Figure 1. M1 wires.
The bar under the picture is 20 um long. Supply wires on this layer in gray. Cells faint in the background.
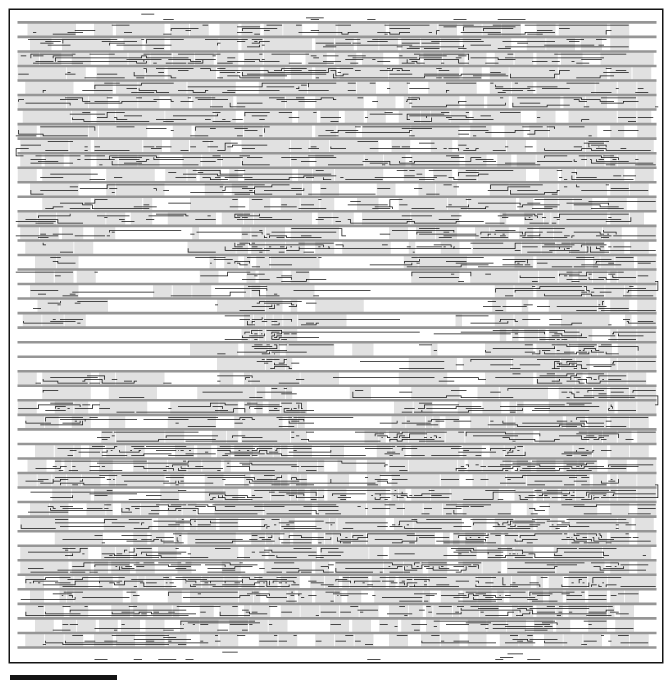
Figure 2. Wiring by layer.
Two of the layers only.
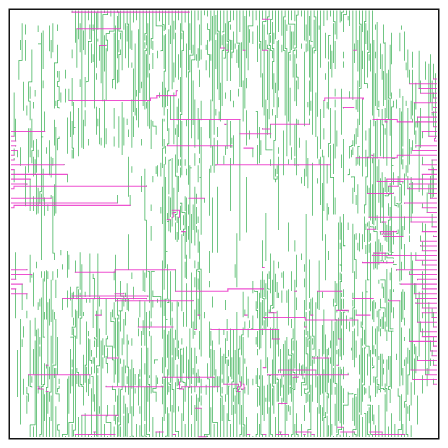
Figure 3. Where the registers sit.
The bar under the picture is 20 um long.
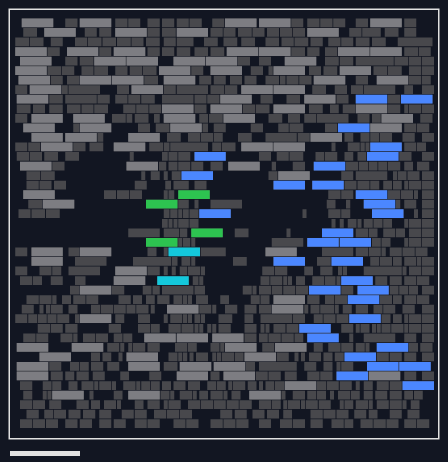
Figure 4. Port wiring.
The bar under the picture is 20 um long.
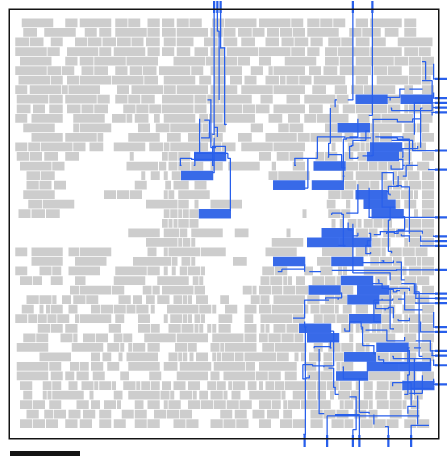
<file path="src/rtl/dmem_arbiter.sv">
// Two-port arbiter/sequencer in front of a single-port data memory.
// Port 0 (pipeline) has priority; a starvation counter guarantees port 1 progress.
module dmem_arbiter #(
  parameter int unsigned AW         = 32,
  parameter int unsigned DW         = 32,
  parameter int unsigned STARVE_LIM = 4
) (
  input  logic          clk,
  input  logic          rst,
  input  logic          p0_req,
  input  logic          p0_we,
  input  logic [AW-1:0] p0_addr,
  input  logic [DW-1:0] p0_wdata,
  output logic          p0_gnt,
  output logic          p0_rvalid,
  output logic [DW-1:0] p0_rdata,
  input  logic          p1_req,
  input  logic          p1_we,
  input  logic [AW-1:0] p1_addr,
  input  logic [DW-1:0] p1_wdata,
  output logic          p1_gnt,
  output logic          p1_rvalid,
  output logic [DW-1:0] p1_rdata,
  output logic [AW-1:0] mem_a,
  output logic          mem_we,
  output logic [DW-1:0] mem_wd,
  input  logic [DW-1:0] mem_rd,
  output logic          busy
);

  localparam int unsigned CW = 4;
  localparam logic [CW-1:0] LIM = CW'(STARVE_LIM);

  localparam logic [1:0] S_IDLE   = 2'd0;
  localparam logic [1:0] S_ACCESS = 2'd1;
  localparam logic [1:0] S_RESP   = 2'd2;

  // Latched transaction: winner id, direction, address, write data
  typedef struct packed {
    logic          id;
    logic          we;
    logic [AW-1:0] addr;
    logic [DW-1:0] wdata;
  } txn_t;

  logic [1:0]    state, state_nxt;
  logic [CW-1:0] starve, starve_nxt;
  txn_t          txn, txn_nxt;
  logic          p0_rvalid_nxt, p1_rvalid_nxt;
  logic [DW-1:0] p0_rdata_nxt, p1_rdata_nxt;
  logic          pick1;

  // State, transaction and response registers
  always_ff @(posedge clk or negedge rst) begin
    if (!rst) begin
      state     <= S_IDLE;
      starve    <= '0;
      txn       <= '0;
      p0_rvalid <= 1'b0;
      p1_rvalid <= 1'b0;
      p0_rdata  <= '0;
      p1_rdata  <= '0;
    end else begin
      state     <= state_nxt;
      starve    <= starve_nxt;
      txn       <= txn_nxt;
      p0_rvalid <= p0_rvalid_nxt;
      p1_rvalid <= p1_rvalid_nxt;
      p0_rdata  <= p0_rdata_nxt;
      p1_rdata  <= p1_rdata_nxt;
    end
  end

  // Arbitration, next-state and response capture
  always_comb begin
    state_nxt     = state;
    starve_nxt    = starve;
    txn_nxt       = txn;
    p0_gnt        = 1'b0;
    p1_gnt        = 1'b0;
    p0_rvalid_nxt = 1'b0;
    p1_rvalid_nxt = 1'b0;
    p0_rdata_nxt  = p0_rdata;
    p1_rdata_nxt  = p1_rdata;
    pick1         = 1'b0;
    case (state)
      S_IDLE: begin
        if (p0_req || p1_req) begin
          pick1  = p1_req && (!p0_req || (starve == LIM));
          p1_gnt = pick1;
          p0_gnt = !pick1;
          if (pick1) begin
            txn_nxt    = {1'b1, p1_we, p1_addr, p1_wdata};
            starve_nxt = '0;
          end else begin
            txn_nxt = {1'b0, p0_we, p0_addr, p0_wdata};
            // Contested loss; p0 only wins a contest below the limit, so this saturates
            if (p1_req && (starve != LIM)) starve_nxt = starve + CW'(1);
          end
          state_nxt = S_ACCESS;
        end
      end
      S_ACCESS: begin
        if (txn.id) begin
          p1_rvalid_nxt = 1'b1;
          p1_rdata_nxt  = mem_rd;
        end else begin
          p0_rvalid_nxt = 1'b1;
          p0_rdata_nxt  = mem_rd;
        end
        state_nxt = S_RESP;
      end
      S_RESP:  state_nxt = S_IDLE;
      default: state_nxt = S_IDLE;
    endcase
  end

  // Memory drive comes straight from the latched transaction
  assign mem_a  = txn.addr;
  assign mem_wd = txn.wdata;
  assign mem_we = (state == S_ACCESS) && txn.we;
  assign busy   = (state != S_IDLE);

endmodule
</file>
<file path="config.mk">
export PLATFORM = sky130hd
export DESIGN_NAME = dmem_arbiter
export DESIGN_NICKNAME = d
export VERILOG_FILES = /design/src/rtl/dmem_arbiter.sv
export SDC_FILE = /design/constraint.sdc
export NUM_CORES = 1
export LEC_CHECK = 0
export CORE_UTILIZATION = 45
export CTS_CLUSTER_SIZE = 28
export DETAILED_ROUTE_END_ITERATION = 10
export GPL_TIMING_DRIVEN = 0
export PLACE_DENSITY = 0.86
export SKIP_LAST_GASP = 1
export SLEW_MARGIN = 20
export SYNTH_ARGS = -nofsm -noshare
export SYNTH_HDL_FRONTEND = slang
export SYNTH_SLANG_ARGS = --single-unit
</file>
<file path="constraint.sdc">
create_clock -name clk -period 5.71 [get_ports clk]
set_clock_uncertainty 0.05 [all_clocks]
set_input_delay 1.4275 -clock clk [delete_from_list [all_inputs] [get_ports clk]]
set_output_delay 1.4275 -clock clk [all_outputs]
set_load 0.05 [all_outputs]
</file>
==> metrics.yaml <==
run_status:
  status: "completed"
layout:
  diodes: 0
  stdcell_count: 1051
  layout-drive-gt1-share_pct: 20.4
  syn_to_final_growth_pct: 60.3
  clkCellAreaFrac_pct: 6.34
  inverters_excl_clock: 71
  comb_share_pct: 19.8
logic_synthesis:
  synthAdderAreaFrac_pct: 0.386
  ys_types: 28
  syn-instance-count: 539
  netlist_area_sq_um: 6480
  syn_avg_cell_area_sq_um: 12.0
  async_flop_share_pct: 100
  top_area_share_pct: 53.3
  yosysTopAreaCell: "dfrtp_1"
  synth.area.mux_share_pct: 11.1
run:
  drv_cap: 0
floorplan:
  num_tap_cells: 180
  initCoreUtil_pct: 46.3
  rows: 43
critical_path:
  cp_num_cells: 5
  reg2reg_to: "mem_a[8]"
  endpoint: "p0_gnt"
  critPathArrivalTime_ns: 3.92
  worstSetupEndpointType: "primary output"
placed_design:
  dp_hpwl_um: 15700
  pre_cts_slack_ns: 0.291
grt:
  overflow: 0
power_and_ir_drop:
  maxPowerGroup: "combinational logic"
  clkPwrFrac_pct: 16.5
  swShare_pct: 45.6
  ir_drop_mv: 0.576
route:
  met2_length_um: 10800
  ant_nets: 0
clock_network:
  cts_tree: "done"
## Picture notes: Figure 1
wire length on this layer: 8,150 um
longest straight run: 36.3 um
main direction: horizontal
DRT Wirelength: 20,900 um
vias: 5,648
grt met1 use: 33.0%

## Picture notes: Figure 2
| color | layer | wire length |
|---|---|---|
| green | met2 | 10,800 um |
| magenta | met3 | 1,190 um |
Global Route Usage Sum: 28.2%
drt wl/cell: 19.9 um

## Picture notes: Figure 3
| color | signal | sequential cells |
|---|---|---|
| blue | `mem_a` | 32 |
| cyan | `state` | 2 |
| green | `starve` | 4 |
Sequential Power: 1.76 mW
Seq area share: 33.2%

## Picture notes: Figure 4
| color | port | bits | direction | edge | end cells | buffers | wire |
|---|---|---|---|---|---|---|---|
| blue | `mem_a` | 32 | output | 21 east, 6 south, 5 north | 32 | 64 | 1,300 um |
IO Pins: 300
I/O Buffers: 299

No activity file was given, so power comes from the tool's default toggle rates.
